`config.mk`:
```
export PLATFORM = sky130hd
export DESIGN_NAME = fifo_uart_tx
export DESIGN_NICKNAME = d
export VERILOG_FILES = /design/src/rtl/fifo_uart_tx.sv
export SDC_FILE = /design/constraint.sdc
export NUM_CORES = 1
export LEC_CHECK = 0
export CORE_ASPECT_RATIO = 1.2
export CORE_MARGIN = 3
export CORE_UTILIZATION = 50
export DETAILED_ROUTE_END_ITERATION = 8
export PLACE_DENSITY = 0.83
export SLEW_MARGIN = 20
export SYNTH_ARGS = -nofsm -noshare
export SYNTH_HDL_FRONTEND = slang
export SYNTH_SLANG_ARGS = --single-unit
```
`constraint.sdc`:
```
create_clock -name clk -period 2.1 [get_ports clk]
set_input_delay 0.42 -clock clk [delete_from_list [all_inputs] [get_ports clk]]
set_output_delay 0.42 -clock clk [all_outputs]
set_load 0.02 [all_outputs]
```
`src/rtl/fifo_uart_tx.sv`:
```
// Drains a byte FIFO one word at a time and serialises each word as an async
// frame: one start bit (0), WIDTH data bits LSB-first, one stop bit (1).
module fifo_uart_tx #(
  parameter int WIDTH        = 8,
  parameter int CLKS_PER_BIT = 4,
  parameter int RD_LAT       = 1
) (
  input  logic             clk,
  input  logic             rst,
  input  logic [WIDTH-1:0] din,
  input  logic             empty,
  output logic             re,
  output logic             txd,
  output logic             busy,
  output logic             done
);

  localparam int BW = (CLKS_PER_BIT > 1) ? $clog2(CLKS_PER_BIT) : 1;
  localparam int CW = (WIDTH > 1) ? $clog2(WIDTH) : 1;
  localparam logic [BW-1:0] BAUD_LAST = BW'(CLKS_PER_BIT - 1);
  localparam logic [CW-1:0] BIT_LAST  = CW'(WIDTH - 1);

  typedef enum logic [2:0] {IDLE, LOAD, START, DATA, STOP} state_t;

  state_t           state_reg, state_next;
  logic [BW-1:0]    baud_reg, baud_next;
  logic [CW-1:0]    bit_reg, bit_next;
  logic [WIDTH-1:0] shreg_reg, shreg_next;
  logic             txd_reg, txd_next;
  logic             busy_reg, busy_next;
  logic             done_reg, done_next;

  assign txd  = txd_reg;
  assign busy = busy_reg;
  assign done = done_reg;

  always_ff @(posedge clk) begin
    if (!rst) begin
      state_reg <= IDLE;
      baud_reg  <= '0;
      bit_reg   <= '0;
      shreg_reg <= '0;
      txd_reg   <= 1'b1;
      busy_reg  <= 1'b0;
      done_reg  <= 1'b0;
    end else begin
      state_reg <= state_next;
      baud_reg  <= baud_next;
      bit_reg   <= bit_next;
      shreg_reg <= shreg_next;
      txd_reg   <= txd_next;
      busy_reg  <= busy_next;
      done_reg  <= done_next;
    end
  end

  always_comb begin
    state_next = state_reg;
    baud_next  = baud_reg;
    bit_next   = bit_reg;
    shreg_next = shreg_reg;
    re         = (state_reg == IDLE) && !empty && rst;

    case (state_reg)
      IDLE: begin
        baud_next = '0;
        if (re) begin
          if (RD_LAT == 0) begin
            shreg_next = din;
            state_next = START;
          end else begin
            state_next = LOAD;
          end
        end
      end
      LOAD: begin
        shreg_next = din;
        baud_next  = '0;
        state_next = START;
      end
      START: begin
        if (baud_reg == BAUD_LAST) begin
          baud_next  = '0;
          bit_next   = '0;
          state_next = DATA;
        end else begin
          baud_next = baud_reg + BW'(1);
        end
      end
      DATA: begin
        if (baud_reg == BAUD_LAST) begin
          baud_next = '0;
          if (bit_reg == BIT_LAST) begin
            state_next = STOP;
          end else begin
            shreg_next = shreg_reg >> 1;
            bit_next   = bit_reg + CW'(1);
          end
        end else begin
          baud_next = baud_reg + BW'(1);
        end
      end
      STOP: begin
        if (baud_reg == BAUD_LAST) begin
          baud_next  = '0;
          state_next = IDLE;
        end else begin
          baud_next = baud_reg + BW'(1);
        end
      end
      default: begin
        baud_next  = '0;
        state_next = IDLE;
      end
    endcase

    // Outputs are registered from the upcoming state so they line up with it.
    busy_next = (state_next != IDLE);
    done_next = (state_next == STOP) && (baud_next == BAUD_LAST);
    txd_next  = 1'b1;
    if (state_next == START) txd_next = 1'b0;
    else if (state_next == DATA) txd_next = shreg_next[0];
  end

endmodule
```
==> notes.md <==
impl run done, here's what came out: Int Pwr around 0.51 mW, Antenna Nets Post-Route 0, RSZ-0062 raised after global routing no, Hold WS 471.9 ps, Cell variety after synth 32, type of origin of the critical path input pin, largest net degree at the start of global routing 15, Tightest Hold Check Type flip-flop to flip-flop, Core Region ~1700 µm², PwrDens just over 600 nW/µm², Die W 44.80 µm, DR vias around 760, grt ovf 0, DRC Markers 0, Worst EP required between 1500 and 2000 ps, # clock sinks 19, Ys Warns 0, leakage 0.4483 nW, PnR worst setup slack 77.84 ps, yosys stat chip area 903.4 µm², clock share of power a little over a quarter, # rows 16, Registers, synthesis 19, status finished clean, Cell area leaders dfxtp_1, o21ai_0, a31oi_1, count of buffers from port buffering 14, max reg flops 8, Sw Ratio 24.73%
==> worst paths after layout <==
check              startpoint            to  depth (start not counted)  slack [ps]
setup reg to reg   bit_reg[0]  shreg_reg[6]                          6         410
setup / recovery        empty            re                          4          80
hold / removal    baud_reg[0]          done                          1         470
hold reg to reg   baud_reg[0]          done                          1         470
==> what timing repair did <==
item / 4_1_cts / 5_1_grt
endpoints found under the hold margin: 0 / 0
gates resized: 1 / 0
setup endpoints to repair: 1 / 0
==> cell usage after synthesis <==
cell type,number
nand3_1,3
dfxtp_1,19
buf_6,2
mux2i_1,3
ha_1,3
inv_1,3
clkbuf_1,2
inv_2,1
a21oi_1,3
o21a_1,1
or2_2,1
o21a_4,1
and3_1,6
nor3_1,1
a21o_1,1
nor2b_1,5
and2b_4,1
o211a_1,1
buf_2,1
o21ai_0,12
or4_4,1
nand2b_1,2
nor2b_4,1
nor4b_2,1
a21boi_0,1
nand4_1,1
nor2_1,4
nand2_1,10
or3_1,1
a31oi_1,6
o2111ai_2,1
and2b_1,1
==> power groups by stage <==
| stage | logic [mW] | registers, mW | clock network (mW) |
|---|---|---|---|
| floorplan | 0.0666 | 0.399 | 0 |
| global placement | 0.106 | 0.398 | 0 |
| detailed placement | 0.108 | 0.398 | 0 |
| CTS | 0.108 | 0.390 | 0.188 |
| global route | 0.118 | 0.393 | 0.198 |
| finish | 0.107 | 0.390 | 0.176 |
==> cell type report <==
cell class	count	area, µm²
Clock inverter	1	5.005
Multi-Input combinational cell	72	473.0
Tap cell	18	22.52
Fill cell	155	581.8
Inverter	4	15.01
Timing Repair Buffer	17	161.4
Sequential cell	19	380.4
Clock buffer	3	22.52
==> routing by layer <==
layer	vias to the layer above	GRT usage, %	share of wire [%]
li1	385	-	-
met1	364	20.89	47
met2	10	27.75	49
met3	5	3.436	3.0
met4	0	7.317	1.5
met5	-	0	0
==> worst max-delay path, cell delays in order <==
cell and delay, ps:
clkdlybuf4s50_1 420, or3_1 330, nor2_1 90, dlygate4sd2_1 330
==> cells by family (layout without fill, tap and decap cells) <==
| family | count (synthesis) | after routing | share of synthesized area (%) |
|---|---|---|---|
| DFF | 19 | 19 | 42.10 |
| buffers and inverters | 9 | 25 | 5.539 |
| and+or+nand+nor | 39 | 39 | 25.48 |
| AOI/OAI and AO/OA | 27 | 27 | 19.39 |
| muxes | 3 | 3 | 3.324 |
| adders and majority gates | 3 | 3 | 4.156 |
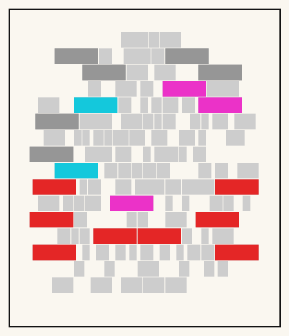
**Above:** register map, names as in the netlist.
Other sequential cells in the stronger gray, the rest of the logic in the fainter gray.
red -> shreg_reg  # placed flops 8
cyan -> baud_reg  # placed flops 2
magenta -> state_reg  # placed flops 3
not colored = 6

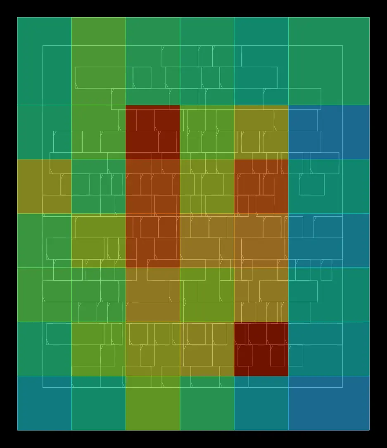
**Above:** track usage over the die.
met1 usage: 20.89%
busiest grt layer: met2
routing usage on met2: 27.75%
post-layout util: 64.98%
Avg WL per Cell: 13.01 µm

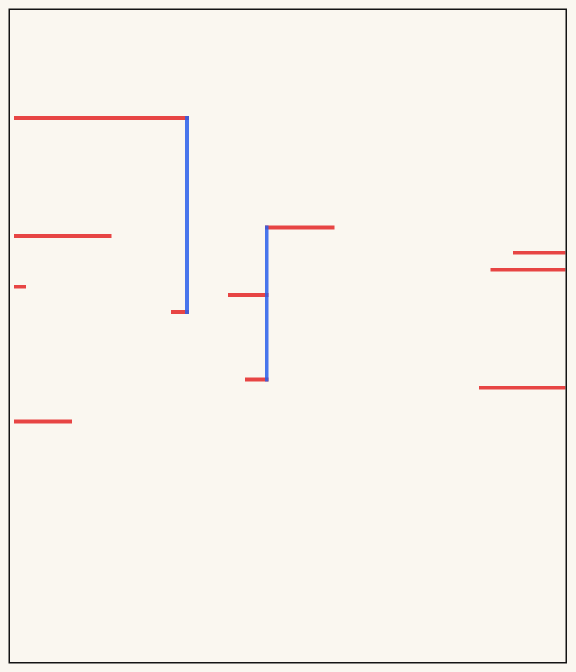
**Above:** signal wires by layer.
Only two layers are drawn.
blue -> met4  # wire length 27.9 µm
red -> met3  # wire length 53.8 µm

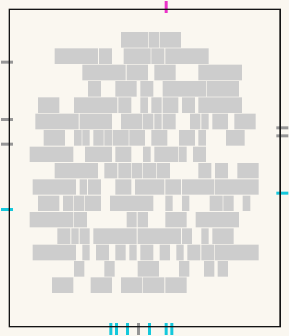
**Above:** I/O pins on the die edge.
Pins as bars across the die edge, other pins in gray.
magenta -> empty  # pins 1, direction input, edge top
cyan -> din  # pins 8, direction input, edge 6 bottom, 1 right, 1 left
all pins by edge = 7 bottom, 4 left, 3 right, 1 top

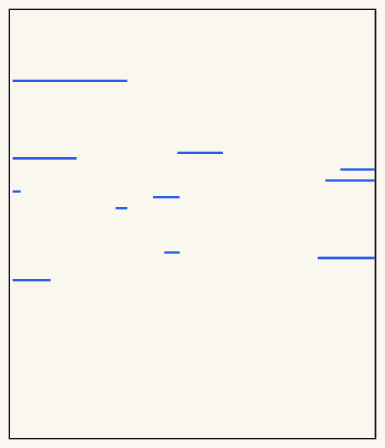
**Above:** the metal 3 layer.
share of all routed wire = 3.1%
longest straight run = 13.8 µm
wire length on this layer = 53.8 µm
nets with wire on the layer = 8

No activity file was given, so power comes from the tool's default toggle rates.
